`src/rtl/cacheline_adapter_pkg.sv`:
```
// Shared cache types: line/beat geometry and the dfp-to-burst adapter state encoding.
package cacheline_adapter_pkg;

    localparam int LINE_W      = 256;
    localparam int BEAT_W      = 64;
    localparam int BEATS       = LINE_W / BEAT_W;
    localparam int OFFSET_BITS = 5;

    // Clears the byte-offset bits so bursts always start on a line boundary.
    localparam logic [31:0] LINE_ADDR_MASK = ~((32'd1 << OFFSET_BITS) - 32'd1);

    typedef enum logic [2:0] {
        IDLE,
        RD_CMD,
        RD_DATA,
        WR_DATA,
        RESP
    } adapter_state_t;

endpackage

```
`src/rtl/cacheline_adapter.sv`:
```
// Turns one cacheline fill or writeback from the cache's dfp port into a
// 4-beat 64-bit burst, and packs read beats back into a full line.
module cacheline_adapter
    import cacheline_adapter_pkg::*;
(
    input  logic              clk,
    input  logic              rst_n,
    input  logic [31:0]       dfp_addr,
    input  logic              dfp_read,
    input  logic              dfp_write,
    input  logic [LINE_W-1:0] dfp_wdata,
    output logic [LINE_W-1:0] dfp_rdata,
    output logic              dfp_resp,
    output logic [31:0]       mem_addr,
    output logic              mem_read,
    output logic              mem_write,
    output logic [BEAT_W-1:0] mem_wdata,
    input  logic              mem_ready,
    input  logic [BEAT_W-1:0] mem_rdata,
    input  logic              mem_rvalid
);

    adapter_state_t    state;
    logic [1:0]        count;
    logic [1:0]        count_next;
    logic [LINE_W-1:0] line_buf;
    logic [LINE_W-1:0] line_next;
    logic [LINE_W-1:0] wr_line;
    logic              rd_beat;

    assign count_next = count + 2'd1;

    // A beat landing in the same cycle as the command handshake is beat 0.
    assign rd_beat = mem_rvalid &&
                     ((state == RD_DATA) || ((state == RD_CMD) && mem_ready));

    always_comb begin
        line_next = line_buf;
        line_next[int'(count)*BEAT_W +: BEAT_W] = mem_rdata;
    end

    always_ff @(posedge clk) begin
        if ((state == IDLE) && dfp_write) begin
            wr_line <= dfp_wdata;
        end
        if (rd_beat) begin
            line_buf <= line_next;
        end
    end

    always_ff @(posedge clk or negedge rst_n) begin
        if (!rst_n) begin
            state     <= IDLE;
            count     <= '0;
            dfp_rdata <= '0;
            dfp_resp  <= 1'b0;
            mem_addr  <= '0;
            mem_read  <= 1'b0;
            mem_write <= 1'b0;
            mem_wdata <= '0;
        end else begin
            case (state)
                IDLE: begin
                    count <= '0;
                    if (dfp_write) begin
                        state     <= WR_DATA;
                        mem_addr  <= dfp_addr & LINE_ADDR_MASK;
                        mem_write <= 1'b1;
                        mem_wdata <= dfp_wdata[BEAT_W-1:0];
                    end else if (dfp_read) begin
                        state    <= RD_CMD;
                        mem_addr <= dfp_addr & LINE_ADDR_MASK;
                        mem_read <= 1'b1;
                    end
                end
                RD_CMD: begin
                    if (mem_ready) begin
                        mem_read <= 1'b0;
                        state    <= RD_DATA;
                        if (mem_rvalid) begin
                            count <= count_next;
                        end
                    end
                end
                RD_DATA: begin
                    if (mem_rvalid) begin
                        count <= count_next;
                        if (count == 2'(BEATS-1)) begin
                            state     <= RESP;
                            dfp_resp  <= 1'b1;
                            dfp_rdata <= line_next;
                        end
                    end
                end
                WR_DATA: begin
                    // Beat data and valid stay put until the memory accepts them.
                    if (mem_ready) begin
                        count <= count_next;
                        if (count == 2'(BEATS-1)) begin
                            mem_write <= 1'b0;
                            state     <= RESP;
                            dfp_resp  <= 1'b1;
                        end else begin
                            mem_wdata <= wr_line[int'(count_next)*BEAT_W +: BEAT_W];
                        end
                    end
                end
                RESP: begin
                    dfp_resp <= 1'b0;
                    state    <= IDLE;
                end
                default: begin
                    state <= IDLE;
                end
            endcase
        end
    end

endmodule

```
`config.mk`:
```
export PLATFORM = sky130hd
export DESIGN_NAME = cacheline_adapter
export DESIGN_NICKNAME = d
export VERILOG_FILES = /design/src/rtl/cacheline_adapter_pkg.sv /design/src/rtl/cacheline_adapter.sv
export SDC_FILE = /design/constraint.sdc
export NUM_CORES = 1
export LEC_CHECK = 0
export ABC_AREA = 1
export CAP_MARGIN = 20
export CORE_ASPECT_RATIO = 0.75
export CORE_MARGIN = 10
export CORE_UTILIZATION = 49
export CTS_BUF_LIST = sky130_fd_sc_hd__clkbuf_8
export DETAILED_ROUTE_END_ITERATION = 12
export GPL_TIMING_DRIVEN = 0
export PLACE_DENSITY = 0.79
export SLEW_MARGIN = 10
export SYNTH_ARGS = -nofsm -noshare
export SYNTH_HDL_FRONTEND = slang
export SYNTH_SLANG_ARGS = --single-unit
```
`constraint.sdc`:
```
create_clock -name clk -period 21 [get_ports clk]
set_input_delay 4.2 -clock clk [delete_from_list [all_inputs] [get_ports clk]]
set_output_delay 4.2 -clock clk [all_outputs]
set_load 0.01 [all_outputs]
```
Figure 1. Pin map (run 1).
Scale: 1.5 px per um. Pins as bars across the die edge, other pins in gray.
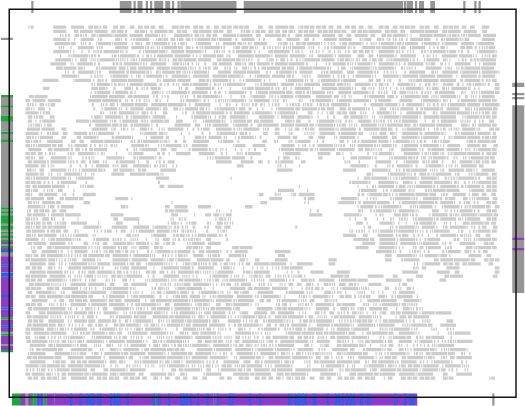
dfp_addr: shown in green, pins 32, direction input, edge 22 west, 10 south. mem_wdata: shown in blue, pins 64, direction output, edge 57 south, 7 west. dfp_wdata: shown in purple, pins 256, direction input, edge 216 south, 38 west, 2 east.
All pins by edge: 294 south, 196 north, 127 west, 96 east.

Figure 2. Signal wires by layer (run 1).
Scale: 1.5 px per um. Only two layers are drawn.
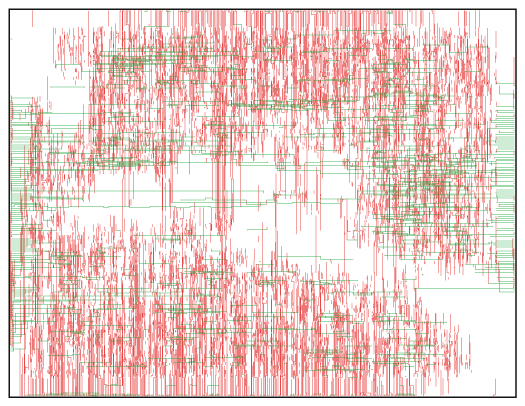
M2: shown in red, wire length 60.1 mm. M3: shown in green, wire length 14,100 um.
wire length after detailed routing: 133 mm
Wirelength per Cell: 22.7 um

==> Slide: Implementation Results, run 1 <==
Key Metrics from the Run

Run status
  • Run status: complete, no violations

Global route
  • Global-route wire length before repair: 192 mm
  • Met2 Track Usage GR: 44.8%
  • Grt total ovfl: 0
  • Grt met3 use: 7.73%
  • Antenna violations before repair: 46

Floorplan
  • Horiz. Die Dim: 337 um
  • I/O pin total: 713
  • Vertical extent of the die: 258 um

Pwr
  • VDD IR-drop max: 0.0774 mV
  • Reported leakage power: 22.4 nW
  • Switching Fraction: 39.1%

Detailed routing
  • Overall via count from detail_route: 31,414
  • Top metal layer carrying routed signals: met5

Yosys
  • Number of different library cells in the post-synthesis netlist: 27
  • Post-synth design cell area: 36,900 um^2
  • Synthesis warning total: 0
  • Compound-cell area share of the yosys netlist: 7.87%
  • Post-Synth Adder-Cell Area: 0.203%
  • Yosys reg bits: 867
  • Portion of netlist area occupied by mux cells: 0%
  • Cell taking the most area after synthesis: sky130_fd_sc_hd__edfxtp_1

Timing
  • Transition time at the pin with the least slew margin: 1.16 ns
  • Final Hold Viols: 0

Placement
  • Input/output buffers: 702
  • Placer's final routability congestion estimate: 0.923
  • Worst setup slack before clock tree synthesis: 13.74 ns

Clocking
  • Cts bufs inserted: 137
  • Post-CTS clock slew at the launch and capture registers of the worst setup and hold paths: 0.06 ns

Worst setup path
  • Slack of the worst reg-to-reg path: 17.19 ns
  • Endpoint arrival time on the critical path: 6.92 ns
  • Nature of the critical path startpoint: input pin
  • Worst flop-to-flop path endpoint: line_buf[98]

Run
  • Tool warning count: 39

Layout
  • Total Nets Final: 5,071
Figure 3. Cell outlines without signal wires (run 1).
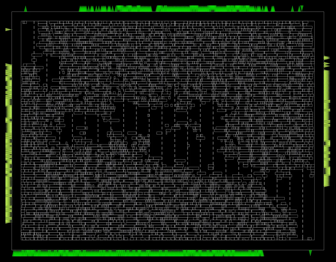
core footprint: 74,900 um^2
Std-Cell Rows: 87
post-layout utilization of the core: 64.8%
non-filler instance count after layout: 5,840
fillcell total: 5,808

==> run 1: logic make-up (layout without fill, tap and decap cells) <==
family | Yosys count | count (layout)
AND/OR/NAND/NOR | 1741 | 1741
flip-flops | 867 | 867
buffers and inverters | 672 | 1653
AND-OR/OR-AND | 548 | 548
adder cells (fa/ha/maj) | 6 | 6
other | 1 | 46
==> run 1: worst max-delay path, stage by stage <==
cell and delay, ns:
sky130_fd_sc_hd__clkdlybuf4s50_1 0.59, sky130_fd_sc_hd__nand2_4 0.13, sky130_fd_sc_hd__buf_4 0.21, sky130_fd_sc_hd__clkbuf_1 0.33, sky130_fd_sc_hd__o21ai_4 0.16, sky130_fd_sc_hd__buf_12 0.21, sky130_fd_sc_hd__buf_12 0.21, sky130_fd_sc_hd__buf_12 0.22
sky130_fd_sc_hd__buf_12 0.21, sky130_fd_sc_hd__buf_16 0.20, sky130_fd_sc_hd__buf_16 0.19
==> run 1: final cells by class <==
| type | instances | area, um^2 | share of cell area (%) |
|---|---|---|---|
| plain buffers | 244 | 1150 | 2.37 |
| well taps | 979 | 1220 | 2.52 |
| multi-input cells | 2300 | 9920 | 20.4 |
| clock buffers | 157 | 2160 | 4.45 |
| flip-flops and latches | 867 | 24300 | 50.0 |
| repair buffers | 729 | 7600 | 15.7 |
| diodes | 41 | 103 | 0.211 |
| inverters | 428 | 1610 | 3.31 |
| clock inverters | 95 | 519 | 1.07 |
==> run 1: layout by cell type (no fill, tap or decap), types with 4 or more instances in the layout <==
| cell | Yosys | layout |
|---|---|---|
| sky130_fd_sc_hd__nand3_1 | 226 | 226 |
| sky130_fd_sc_hd__buf_6 | 8 | 9 |
| sky130_fd_sc_hd__nand2_1 | 1495 | 1495 |
| sky130_fd_sc_hd__o21ai_1 | 95 | 95 |
| sky130_fd_sc_hd__o21ai_0 | 324 | 323 |
| sky130_fd_sc_hd__diode_2 | 0 | 41 |
| sky130_fd_sc_hd__edfxtp_1 | 512 | 512 |
| sky130_fd_sc_hd__clkdlybuf4s50_1 | 0 | 701 |
| sky130_fd_sc_hd__clkbuf_1 | 119 | 119 |
| sky130_fd_sc_hd__nor2_1 | 5 | 4 |
| sky130_fd_sc_hd__buf_12 | 0 | 14 |
| sky130_fd_sc_hd__inv_2 | 7 | 7 |
| sky130_fd_sc_hd__buf_1 | 16 | 16 |
| sky130_fd_sc_hd__conb_1 | 1 | 5 |
| sky130_fd_sc_hd__clkinv_1 | 1 | 15 |
| sky130_fd_sc_hd__clkinv_2 | 0 | 8 |
| sky130_fd_sc_hd__clkbuf_8 | 0 | 157 |
| sky130_fd_sc_hd__buf_16 | 0 | 9 |
| sky130_fd_sc_hd__nand2_2 | 4 | 4 |
| sky130_fd_sc_hd__inv_6 | 0 | 6 |
| sky130_fd_sc_hd__o22ai_1 | 128 | 128 |
| sky130_fd_sc_hd__ha_1 | 6 | 6 |
| sky130_fd_sc_hd__inv_1 | 420 | 478 |
| sky130_fd_sc_hd__buf_2 | 79 | 79 |
| sky130_fd_sc_hd__dfrtp_1 | 355 | 355 |
| sky130_fd_sc_hd__nor2_4 | 3 | 4 |
| sky130_fd_sc_hd__buf_4 | 19 | 21 |
Figure 4. Cells by drive strength (run 1).
Scale: 1.5 px per um.
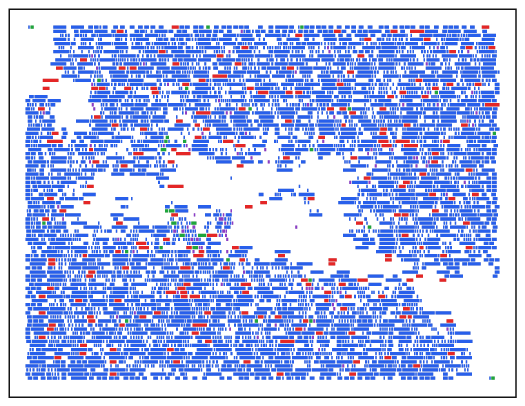

==> run 2: changes to the inputs <==
--- a/config.mk
+++ b/config.mk
@@ -9,11 +9,11 @@
 export CAP_MARGIN = 20
 export CORE_ASPECT_RATIO = 0.75
 export CORE_MARGIN = 10
-export CORE_UTILIZATION = 49
+export CORE_UTILIZATION = 54
 export CTS_BUF_LIST = sky130_fd_sc_hd__clkbuf_8
 export DETAILED_ROUTE_END_ITERATION = 12
 export GPL_TIMING_DRIVEN = 0
-export PLACE_DENSITY = 0.79
+export PLACE_DENSITY = 0.83
 export SLEW_MARGIN = 10
 export SYNTH_ARGS = -nofsm -noshare
 export SYNTH_HDL_FRONTEND = slang
==> constraint.sdc (replaced) <==
create_clock -name clk -period 6.7 [get_ports clk]
set_input_delay 1.34 -clock clk [delete_from_list [all_inputs] [get_ports clk]]
set_output_delay 1.34 -clock clk [all_outputs]
set_load 0.01 [all_outputs]
Figure 5. Cells by drive strength (run 2).
Scale: 1.5 px per um.
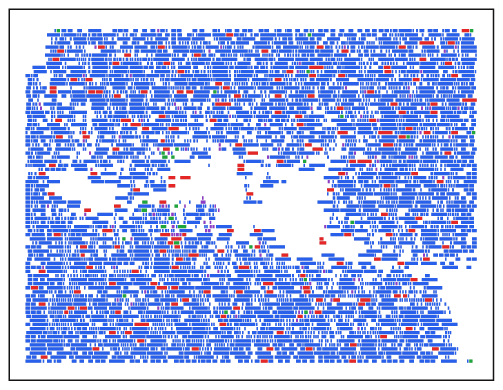
x2: shown in purple, cells 106, share 2.2%, most used buf_2. x1 and smaller: shown in blue, cells 4,484, share 93%, most used nand2_1. x3 and x4: shown in green, cells 28, share 0.58%, most used buf_4. x6 and larger: shown in red, cells 187, share 3.9%, most used clkbuf_8.

==> run 2 against run 1 <==
Worst setup slack got worse by 12 ns. Routed wire length shrank 0.46%. Via count grew 1.5%. Global-route usage grew 2.7 points. Critical path depth up 1. Utilization up 6.8 points. Largest power group unchanged.
==> Slide: Implementation Results, run 2 <==
Key Metrics from the Run

Run status
  • Run status: complete, no violations

Layout
  • Most common cell after layout, fill and taps aside: sky130_fd_sc_hd__nand2_1
  • Non-filler instance count after layout: 5,726 (-2.0%)
  • Total Nets Final: 5,063 (-0.16%)

Detailed routing
  • Total DRC errors in the routed layout: 0
  • Wire length after detailed routing: 132 mm (-0.46%)
  • Wirelength per Cell: 23.0 um (+1.5%)
  • Overall via count from detail_route: 31,892 (+1.5%)

Yosys
  • Post-synth design cell area: 36,900 um^2 (unchanged)
  • Yosys reg bits: 867 (unchanged)
  • Number of different library cells in the post-synthesis netlist: 27 (unchanged)
  • Synthesis warning total: 0 (unchanged)

Timing
  • Transition time at the pin with the least slew margin: 1.23 ns (+0.0664 ns)
  • Final Hold Viols: 0 (unchanged)

Worst setup path
  • Endpoint arrival time on the critical path: 4.72 ns (-2.20 ns)
  • Worst flop-to-flop path endpoint: dfp_rdata[98]
  • Slack of the worst reg-to-reg path: 2.72 ns (-14.47 ns)
  • Largest incremental delay on the critical path: 0.58 ns (about the same)
  • Cell with the largest stage delay on the worst path: sky130_fd_sc_hd__o22ai_1

Floorplan
  • Horiz. Die Dim: 322 um (-4.5%)
  • Std-Cell Rows: 82 (-5.7%)
  • I/O pin total: 713 (unchanged)
  • Vertical extent of the die: 246 um (-4.4%)
  • Core footprint: 67,200 um^2 (-10%)

Pwr
  • Reported leakage power: 22.2 nW (-0.68%)

Global route
  • Grt total ovfl: 0 (unchanged)
  • Global-route wire length before repair: 192 mm (about the same)
  • Antenna violations before repair: 43 (-6.5%)

Placement
  • Input/output buffers: 702 (unchanged)
  • Placer's final routability congestion estimate: 0.949 (+2.8%)

Clocking
  • Post-CTS clock slew at the launch and capture registers of the worst setup and hold paths: 0.07 ns (about the same)
  • Cts bufs inserted: 135 (-1.5%)

Run
  • Tool warning count: 40 (+2.6%)
run 2: cell counts after synthesis:
Identical to the previous run, type by type.
run 2: worst reg2reg max path, delay by kind of cell, from the launching register on:
family / cells / cell delay, ns
AOI/OAI and AO/OA: 1 / 0.58
adders and majority gates: 1 / 0.41
buffers and inverters: 6 / 1.62
and+or+nand+nor: 4 / 0.93
DFF: 1 / 0.39
run 2: metrics by stage:
step,cell area [um^2],hold WS (ns),util (%),worst slack [ns]
floorplan,36900,0.505,-,0.628
global placement,45100,0.459,67.1,-11.94
detailed placement,45500,0.468,67.8,2.50
CTS,48000,0.482,71.4,2.85
global route,48100,0.503,71.6,2.54
finish,48100,0.484,71.6,2.72
run 2: cells by family after synthesis:
kind of cell    share of synthesized area [%]
compound gates                           7.87
fa+ha+maj                               0.203
buf+inv                                  7.47
flops                                    65.7
other cells                            0.0102
simple gates                             18.7
run 2: metal layers:
layer,global-route usage (%),wire length [um]
met5,0,60
met2,49.5,59900
met1,39.4,47900
met3,10.9,15800
met4,20.2,8190
run 2: area by class of cell:
type                            instances  area [um^2]
Antenna cell                           39         97.6
Buffer                                244         1150
Clock buffer                          148         2040
Clock inverter                         95          438
Fill cell                            4603        19100
Inverter                              428         1610
Multi-Input combinational cell       2300         9920
Sequential cell                       867        24300
Tap cell                              882         1100
Timing Repair Buffer                  723         7500
run 2: how the worst max path moves through the flow:
stage                     cells past startpoint  slack [ns]            end       start
after floorplan                               2        0.63    line_buf[0]   mem_ready
after global placement                        1      -11.94  mem_wdata[19]       rst_n
after detailed placement                      9        2.50   line_buf[99]  mem_rvalid
after CTS                                    12        2.85  dfp_rdata[98]    count[0]
after global routing                         12        2.54  dfp_rdata[98]    count[0]
final                                        12        2.72  dfp_rdata[98]    count[0]
run 2: where the power goes:
| part | switching [mW] | internal, mW |
|---|---|---|
| clock network | 2.16 | 2.08 |
| registers | 0.747 | 7.68 |
| logic | 5.59 | 3.30 |
| total | 8.49 | 13.1 |
Power figures rest on the tool's default switching activity, not on a simulated workload.
